## src/rtl/mmio_pkg.sv

```systemverilog
// mmio_pkg: shared encodings for the memory-mapped IO initiator.
//   - cpu_size encodings (byte / half / word)
//   - initiator state enum
//   - register offsets inside the IO window
package mmio_pkg;

  localparam logic [1:0] SZ_B = 2'd0;
  localparam logic [1:0] SZ_H = 2'd1;
  localparam logic [1:0] SZ_W = 2'd2;

  localparam logic [2:0] OFF_OUT = 3'd0;
  localparam logic [2:0] OFF_IN  = 3'd4;

  typedef enum logic [2:0] {
    IDLE = 3'd0,
    RD   = 3'd1,
    RCAP = 3'd2,
    WR   = 3'd3,
    RESP = 3'd4
  } mmio_state_e;

endpackage

```

## src/rtl/mmio_lane.sv

```systemverilog
// mmio_lane: combinational byte-lane logic for the IO initiator.
//   size        : access size (SZ_B / SZ_H / SZ_W)
//   addr_lo     : byte offset inside the 32-bit word
//   is_unsigned : zero-extend loads when set, sign-extend otherwise
//   old_word    : word read back from the peripheral
//   new_data    : right-aligned store data
//   load_data   : extracted and extended load result
//   store_word  : old_word with the store bytes merged in
module mmio_lane
  import mmio_pkg::*;
(
  input  logic [1:0]  size,
  input  logic [1:0]  addr_lo,
  input  logic        is_unsigned,
  input  logic [31:0] old_word,
  input  logic [31:0] new_data,
  output logic [31:0] load_data,
  output logic [31:0] store_word
);

  logic [4:0]  shamt;
  logic [31:0] shifted;
  logic [31:0] mask;

  always_comb begin
    shamt   = {addr_lo, 3'b000};
    shifted = old_word >> shamt;
    case (size)
      SZ_B: begin
        load_data = {{24{~is_unsigned & shifted[7]}}, shifted[7:0]};
        mask      = 32'h0000_00FF << shamt;
      end
      SZ_H: begin
        load_data = {{16{~is_unsigned & shifted[15]}}, shifted[15:0]};
        mask      = 32'h0000_FFFF << shamt;
      end
      default: begin
        load_data = old_word;
        mask      = 32'hFFFF_FFFF;
      end
    endcase
    store_word = (old_word & ~mask) | ((new_data << shamt) & mask);
  end

endmodule

```

## src/rtl/mmio_initiator.sv

```systemverilog
// mmio_initiator: CPU-side initiator for the memory-mapped IO register port.
//   Ports:
//     clk, rst_n            : clock, asynchronous active-low reset
//     cpu_req/we/addr/size  : load/store request from the memory stage
//     cpu_unsigned          : zero-extend loads
//     cpu_wdata             : right-aligned store data
//     cpu_busy              : high while not IDLE
//     cpu_done/err/rdata    : one-cycle completion with status and load data
//     io_address            : 0 = output register, 1 = input register
//     io_wr_H_rd_L          : 1 = write, 0 = read
//     io_datain             : write data to the peripheral
//     io_dataout            : registered read data from the peripheral
//   Sub-word stores are read-modify-write since the peripheral only takes
//   full-word writes. Every output comes straight from a flop.
module mmio_initiator
  import mmio_pkg::*;
#(
  parameter logic [31:0] BASE_ADDR = 32'h8000_0000,
  parameter int          WIN_BITS  = 3
) (
  input  logic        clk,
  input  logic        rst_n,
  input  logic        cpu_req,
  input  logic        cpu_we,
  input  logic [31:0] cpu_addr,
  input  logic [1:0]  cpu_size,
  input  logic        cpu_unsigned,
  input  logic [31:0] cpu_wdata,
  output logic        cpu_busy,
  output logic        cpu_done,
  output logic        cpu_err,
  output logic [31:0] cpu_rdata,
  output logic        io_address,
  output logic        io_wr_H_rd_L,
  output logic [31:0] io_datain,
  input  logic [31:0] io_dataout
);

  mmio_state_e state;

  logic        req_we;
  logic [1:0]  req_addr_lo;
  logic [1:0]  req_size;
  logic        req_unsigned;
  logic [31:0] req_wdata;

  logic        req_err;
  logic [31:0] lane_load;
  logic [31:0] lane_store;

  // Request check, evaluated only when a request is accepted in IDLE.
  always_comb begin
    req_err = 1'b0;
    if (cpu_addr[31:WIN_BITS] != BASE_ADDR[31:WIN_BITS]) req_err = 1'b1;
    if (cpu_size == 2'd3)                                req_err = 1'b1;
    if (cpu_size == SZ_H && cpu_addr[0])                 req_err = 1'b1;
    if (cpu_size == SZ_W && cpu_addr[1:0] != 2'b00)      req_err = 1'b1;
    if (cpu_we && cpu_addr[2] == OFF_IN[2])              req_err = 1'b1;
  end

  // Request fields are data: latched on acceptance, no reset needed.
  always_ff @(posedge clk) begin
    if (state == IDLE && cpu_req) begin
      req_we       <= cpu_we;
      req_addr_lo  <= cpu_addr[1:0];
      req_size     <= cpu_size;
      req_unsigned <= cpu_unsigned;
      req_wdata    <= cpu_wdata;
    end
  end

  mmio_lane u_lane (
    .size        (req_size),
    .addr_lo     (req_addr_lo),
    .is_unsigned (req_unsigned),
    .old_word    (io_dataout),
    .new_data    (req_wdata),
    .load_data   (lane_load),
    .store_word  (lane_store)
  );

  always_ff @(posedge clk or negedge rst_n) begin
    if (!rst_n) begin
      state        <= IDLE;
      cpu_busy     <= 1'b0;
      cpu_done     <= 1'b0;
      cpu_err      <= 1'b0;
      cpu_rdata    <= '0;
      io_address   <= 1'b0;
      io_wr_H_rd_L <= 1'b0;
      io_datain    <= '0;
    end else begin
      // Pulses and bus controls default low; io_address idles on the
      // output register, which makes the idle read harmless.
      cpu_done     <= 1'b0;
      cpu_err      <= 1'b0;
      io_address   <= 1'b0;
      io_wr_H_rd_L <= 1'b0;
      case (state)
        IDLE: begin
          if (cpu_req) begin
            cpu_busy  <= 1'b1;
            cpu_rdata <= '0;
            if (req_err) begin
              state    <= RESP;
              cpu_done <= 1'b1;
              cpu_err  <= 1'b1;
            end else if (!cpu_we || cpu_size != SZ_W) begin
              // Loads and sub-word stores both start with a read.
              state      <= RD;
              io_address <= cpu_addr[2];
            end else begin
              state        <= WR;
              io_wr_H_rd_L <= 1'b1;
              io_datain    <= cpu_wdata;
            end
          end
        end
        RD: state <= RCAP;
        RCAP: begin
          // io_dataout now holds the word addressed during RD.
          if (!req_we) begin
            state     <= RESP;
            cpu_done  <= 1'b1;
            cpu_rdata <= lane_load;
          end else begin
            state        <= WR;
            io_wr_H_rd_L <= 1'b1;
            io_datain    <= lane_store;
          end
        end
        WR: begin
          state    <= RESP;
          cpu_done <= 1'b1;
        end
        RESP: begin
          state     <= IDLE;
          cpu_busy  <= 1'b0;
          cpu_rdata <= '0;
        end
        default: begin
          state    <= IDLE;
          cpu_busy <= 1'b0;
        end
      endcase
    end
  end

endmodule

```

## config.mk

```make
export PLATFORM = sky130hd
export DESIGN_NAME = mmio_initiator
export DESIGN_NICKNAME = d
export VERILOG_FILES = /design/src/rtl/mmio_pkg.sv /design/src/rtl/mmio_lane.sv /design/src/rtl/mmio_initiator.sv
export SDC_FILE = /design/constraint.sdc
export NUM_CORES = 1
export LEC_CHECK = 0
export ABC_AREA = 1
export CAP_MARGIN = 10
export CORE_MARGIN = 2
export CORE_UTILIZATION = 49
export DETAILED_ROUTE_END_ITERATION = 8
export PLACE_DENSITY = 0.81
export SYNTH_ARGS = -nofsm -noshare
export SYNTH_HDL_FRONTEND = slang
export SYNTH_SLANG_ARGS = --single-unit
export TNS_END_PERCENT = 5
```

## constraint.sdc

```tcl
create_clock -name clk -period 3.55 [get_ports clk]
set_input_delay 0.71 -clock clk [delete_from_list [all_inputs] [get_ports clk]]
set_output_delay 0.71 -clock clk [all_outputs]
set_load 0.05 [all_outputs]
```

==> results.json, run 1 <==
{
  "fmax_mhz": 420.7,
  "nets": 1100,
  "peakVddDrop_mv": 0.3372,
  "p_sw_mw": 1.261,
  "largest_class": "sequential cells",
  "synth.area.top_cells": "dfrtp_1 29%, nand2_1 22%, edfxtp_1 18%",
  "finalHoldViolCount": 0,
  "p_leak_nw": 4.045,
  "log.warning_count": 26,
  "layout_top_cell": "nand2_1",
  "htreeDepth": 3,
  "holdCritStartpoint": "io_datain[9]",
  "r2r_end": "cpu_rdata[13]",
  "cts_setup_buffers": 0,
  "ys_cells": 849,
  "largest_area_cell": "dfrtp_1",
  "cts-root-buf": "clkbuf_16",
  "p_per_area_nw_per_um2": 431.1,
  "synth_top_flop_cell": "dfrtp_1",
  "place_ws_ns": 1.040,
  "edf_count": 38,
  "r2r_cells": 7,
  "setup_tns_ns": 0,
  "crit_path_end": "cpu_rdata[13]",
  "clkPwrFrac_pct": 27.8,
  "holdPathStages": 2,
  "synth-compound-area-share_pct": 8.620,
  "regToRegStartpoint": "req_addr_lo[0]",
  "worstSetupPathType": "flip-flop to flip-flop",
  "rsz0062_at_grt": "no",
  "clkTransAtPathRegs_ns": 0.08,
  "buffers": 180,
  "antenna_found_initial": 0,
  "yosysTopAreaCellShare_pct": 28.60,
  "swShare_pct": 35.15,
  "synth_nets": 952,
  "avgRoutedWirePerCell_um": 15.78,
  "cp.required_ns": 3.80,
  "dp_hpwl_um": 13920,
  "p_int_mw": 2.326,
  "dieArea_sq_um": 13780,
  "setup_viol_count_final": 0,
  "clockBufferDepth": 2,
  "power.total_mw": 3.587,
  "slowest_delay_ns": 0.87,
  "post-route-min-period_ns": 2.377,
  "synthAdderAreaFrac_pct": 0,
  "worst_pin_slew_ns": 0.9512,
  "cp_slowest_cell": "edfxtp_1",
  "post-route-period-util_pct": 66.97,
  "grt_max_degree": 42,
  "drc": 0,
  "synth_cell_type_count": 33,
  "drtIter0Drc": 568,
  "drive_gt1_share_pct": 5.788,
  "yosysChipArea_sq_um": 6300,
  "path_depth": 7,
  "worst_ep_arrival_time_ns": 2.63,
  "track_usage_pct": 27.39,
  "dpl-instance-area_sq_um": 8030,
  "diodes": 0,
  "fp_util_pct": 50.12,
  "overflow": 0,
  "synth.mux.area_fraction_pct": 0.1589,
  "simple_gate_share_pct": 36.82,
  "synthCells": 849,
  "clk_latency_ns": 0.36,
  "post_cts_resized": 0,
  "crit_buf_inv": 0,
  "regArea_sq_um": 2943,
  "port_buffers": 171,
  "p_seq_share_pct": 42.5,
  "xor_area_share_pct": 0,
  "async_flop_share_pct": 65.45,
  "min_to": "io_datain[9]",
  "yosys_warnings": 0,
  "multi_input_comb_cells": 640,
  "crit_path_start_kind": "flip-flop",
  "die_h_um": 117.4,
  "nFillCells": 1108,
  "cts_sinks": 110,
  "common_cells": "368 x nand2_1, 107 x nand3_1, 72 x dfrtp_1, 49 x inv_1, 45 x nor2_1",
  "topCombFamilyByArea": "simple AND/OR/NAND/NOR gates",
  "crit_path_start": "req_addr_lo[0]",
  "vias": 6210,
  "status": "finished clean",
  "cts.hold.buffers_added": 0,
  "min_path_type": "flip-flop to flip-flop",
  "drt-vias-per-instance": 5.290,
  "max_cap_violations": 0,
  "syn2layout_area_growth_pct": 32.08,
  "relSlewSlack_pct": 36.58,
  "cp_max_fo": 22,
  "tap_cells": 172,
  "syn-cell-area_sq_um": 6300,
  "die_width_um": 117.4,
  "cp-end-kind": "flip-flop",
  "holdWs_ns": 0.4773,
  "setup_slack_ns": 1.173,
  "path_common_cell": "nand2_1",
  "most_common_cell": "nand2_1",
  "synth_seq_share_pct": 46.71,
  "inverters": 56,
  "logic_area_sq_um": 2878,
  "grt_pass1_wl_um": 29900,
  "cp_top_family": "simple AND/OR/NAND/NOR gates",
  "top_regs": "cpu_rdata x32, io_datain x32, req_wdata x32",
  "avgSynthCellArea_sq_um": 7.420,
  "sh_comb_area_pct": 34.59,
  "buf_share_pct": 21.32,
  "dr.pass1.iters": 7,
  "io_pins": 172,
  "slew_violations": 0,
  "final_area_sq_um": 8320,
  "ant_nets": 0,
  "path_cells": "nor2_8, nor2_2, nor2_1, o21ai_0, nand2_1, nand2_1, nand2_1",
  "p_comb_share_pct": 29.7,
  "drt_wl_total_um": 18530,
  "gp_congestion": 0.9457,
  "clkCellAreaFrac_pct": 3.489,
  "cts_tree": "built",
  "lay_top_cells": "368 x nand2_1, 170 x clkdlybuf4s50_1, 107 x nand3_1",
  "grt_pass1_vias": 5977,
  "r2r_setup_slack_ns": 1.17,
  "ys_ff": 110
}
run 1: per-layer routing:
metal	share of wire (%)	vias up	GRT usage [%]
li1	-	3037	-
met1	43	2807	37.73
met2	46	322	43.27
met3	8.2	44	4.377
met4	3.0	0	11.37
met5	0	-	0
run 1: through the flow:
stage | utilization, % | std cells
after floorplan | - | 849
after global placement | 63.89 | 1158
after detailed placement | 63.89 | 1158
after CTS | 66.20 | 1174
after global routing | 66.20 | 1174
final | 66.20 | 1174
run 1: power by group through the flow:
stage | registers [mW] | logic [mW] | clock network, mW
finish | 1.52 | 1.07 | 0.996
global route | 1.54 | 1.14 | 1.05
CTS | 1.52 | 1.07 | 0.999
detailed placement | 1.55 | 1.07 | 0
global placement | 1.55 | 1.05 | 0
floorplan | 1.87 | 0.310 | 0
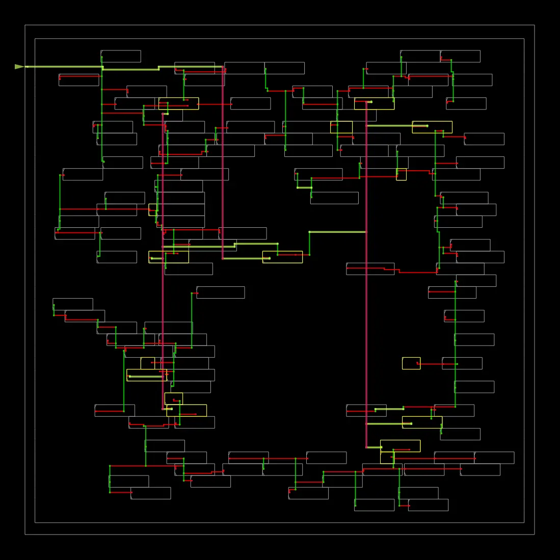
(run_1/final_clocks.png)
skew final: 0.008410 ns
clkbuf count: 10
Clk power: 0.996 mW
Flops: 110
CTS Buf Count: 9

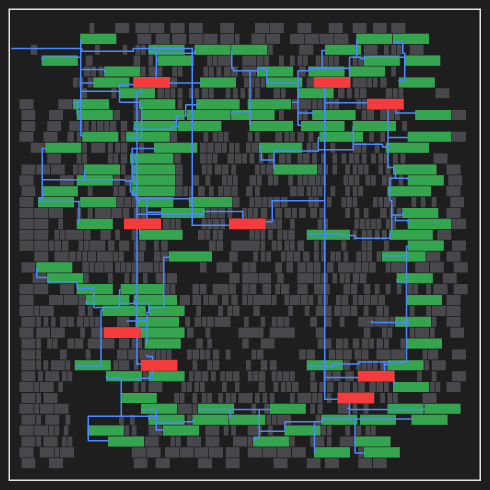
(run_1/clock_map.png)
(4 px per um)
cells driving clock nets: in red, count 9. flip-flops: in green, count 110. clock wires: in blue, length 1260 um.
There are 10 routed clock nets. Position of the flops: widely spread.

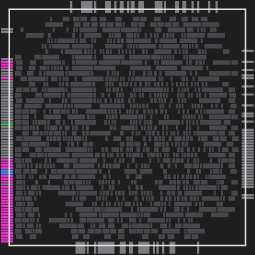
(run_1/pins.png)
(2 px per um) Pins as bars across the die edge, other pins in gray.
`cpu_req`: in green, pins 1, direction input, edge west. `cpu_size`: in blue, pins 2, direction input, edge west. `cpu_addr`: in magenta, pins 32, direction input, edge west.
All pins by edge: 70 west, 35 east, 34 south, 33 north.

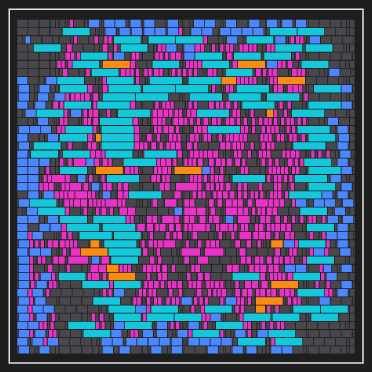
(run_1/cell_classes.png)
(3 px per um) Fill, decap, tap and diode cells in gray.
other buffers and delay cells: in blue, cells 180. clock drivers and dummy loads: in orange, cells 16. flip-flops: in cyan, cells 110. all other logic: in magenta, cells 696.
Core ar.: 12570 sq um
flop share of the area: 35.37%
row count: 41

==> run_1/met2.png <==
(3 px per um)
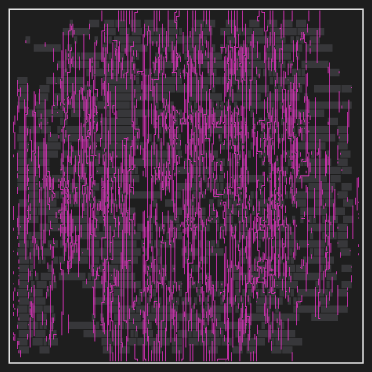

==> run 1 -> run 2 <==
==> constraint.sdc (replaced) <==
create_clock -name clk -period 2.3 [get_ports clk]
set_input_delay 0.46 -clock clk [delete_from_list [all_inputs] [get_ports clk]]
set_output_delay 0.46 -clock clk [all_outputs]
set_load 0.05 [all_outputs]
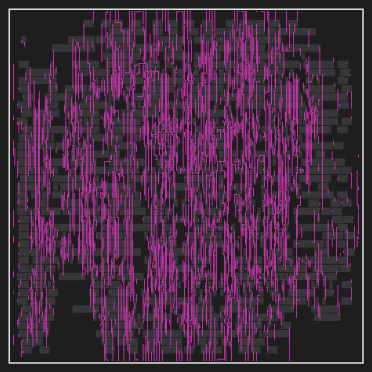
(run_2/met2.png)
(3 px per um)
The layer holds 46% of the routed length. The wires run mostly vertical. The longest straight run is 45.2 um. The layer carries 8580 um of wire.
met2 Track Usage GR: 43.64%
WL final: 18460 um
DR vias: 6196

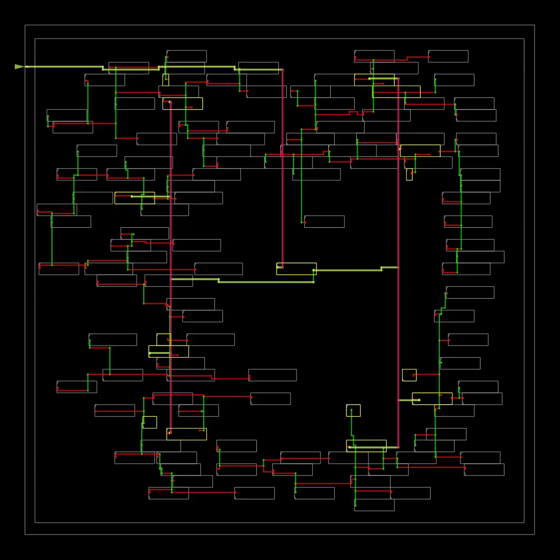
(run_2/final_clocks.png)
Clk power: 1.61 mW
skew final: 0.01487 ns
clkbuf count: 11
Clock Latency Late Sink: 0.37 ns

==> run 2 against run 1 <==
Via count down 0.23%. Wire length down 0.40%. Die size unchanged. Combinational power up 56%. Area after synthesis unchanged. Critical endpoint is now cpu_busy. Cell area up 1.2%. Cell count up 0.51%. Global-route usage about the same. Clock skew up 0.0065 ns. Non-clock buffer count up 6. Worst hold slack worse by 0.42 ns. Critical path depth down 6. Largest cell class unchanged.
==> results.json, run 2 <==
{
  "status": "finished clean",
  "finalHoldViolCount": 0,
  "p_seq_share_pct": 41.6,
  "drive_gt1_share_pct": 6.151,
  "dieArea_sq_um": 13780,
  "fmax_mhz": 489.1,
  "r2r_end": "cpu_rdata[24]",
  "cts_sinks": 110,
  "p_seq_mw": 2.34,
  "ant_nets": 0,
  "drc": 0,
  "async_flop_share_pct": 65.45,
  "grt_max_degree": 39,
  "htreeDepth": 3,
  "diodes": 0,
  "grt_pass1_vias": 5938,
  "synth_top_flop_cell": "dfrtp_1",
  "slowest_delay_ns": 0.82,
  "row_count": 41,
  "topCombFamilyByArea": "simple AND/OR/NAND/NOR gates",
  "avgRoutedWirePerCell_um": 15.64,
  "synthCells": 849,
  "synth.mux.area_fraction_pct": 0.1589,
  "path_cells": "clkdlybuf4s50_1",
  "gp_congestion": 0.9299,
  "cp_top_family": "buffers and inverters",
  "setup_tns_ns": 0,
  "dp_cells": 1164,
  "yosys_warnings": 0,
  "worst_pin_slew_ns": 0.5300,
  "numCtsBuffers": 9,
  "rsz0062_at_grt": "no",
  "cts.hold.buffers_added": 0,
  "setup_viol_count_final": 0,
  "power-top-group": "sequential cells",
  "p_sw_mw": 1.944,
  "cts_setup_buffers": 0,
  "synthAdderAreaFrac_pct": 0,
  "dp_hpwl_um": 13830,
  "layout_top_cell": "nand2_1",
  "ys_cells": 849,
  "post_cts_resized": 0,
  "r2r_cells": 8,
  "top_regs": "cpu_rdata x32, io_datain x32, req_wdata x32",
  "yosysChipArea_sq_um": 6300,
  "p_per_area_nw_per_um2": 668.3,
  "p_comb_share_pct": 29.7,
  "relSlewSlack_pct": 64.67,
  "common_cells": "368 x nand2_1, 107 x nand3_1, 72 x dfrtp_1, 49 x inv_1, 45 x nor2_1",
  "setup_slack_ns": 0.2553,
  "synth-compound-area-share_pct": 8.620,
  "drtIter0Drc": 530,
  "clkPwrFrac_pct": 28.7,
  "log.warning_count": 26,
  "fp_util_pct": 50.12,
  "regToRegStartpoint": "req_addr_lo[0]",
  "power.total_mw": 5.629,
  "synth_nets": 952,
  "synth.area.top_cells": "dfrtp_1 29%, nand2_1 22%, edfxtp_1 18%",
  "crit_path_start_kind": "flip-flop",
  "track_usage_pct": 27.42
}
run 2: metrics by stage:
stage	area (sq um)	utilization, %	hold slack [ns]
global route	8423	67.02	0.1022
detailed placement	8125	64.65	0.4581
CTS	8423	67.02	0.07730
finish	8423	67.02	0.06173
floorplan	6305	-	0.1644
global placement	8125	64.65	0.4575
run 2: final cells by class:
cell class                      instances  area (sq um)
Tap cell                              172         215.2
Clock buffer                           11         232.7
Fill cell                            1107          4145
Inverter                               56         220.2
Sequential cell                       110          2943
Timing Repair Buffer                  186          1869
Multi-Input combinational cell        640          2878
Clock inverter                          5         65.06
run 2: routing by layer:
layer	global-route usage [%]	vias up	routed length, um
met1	35.75	2828	7779
met3	6.518	40	1536
met4	12.20	0	561
li1	-	3050	-
met5	0	-	0
met2	43.64	278	8579
Power figures rest on the tool's default switching activity, not on a simulated workload.
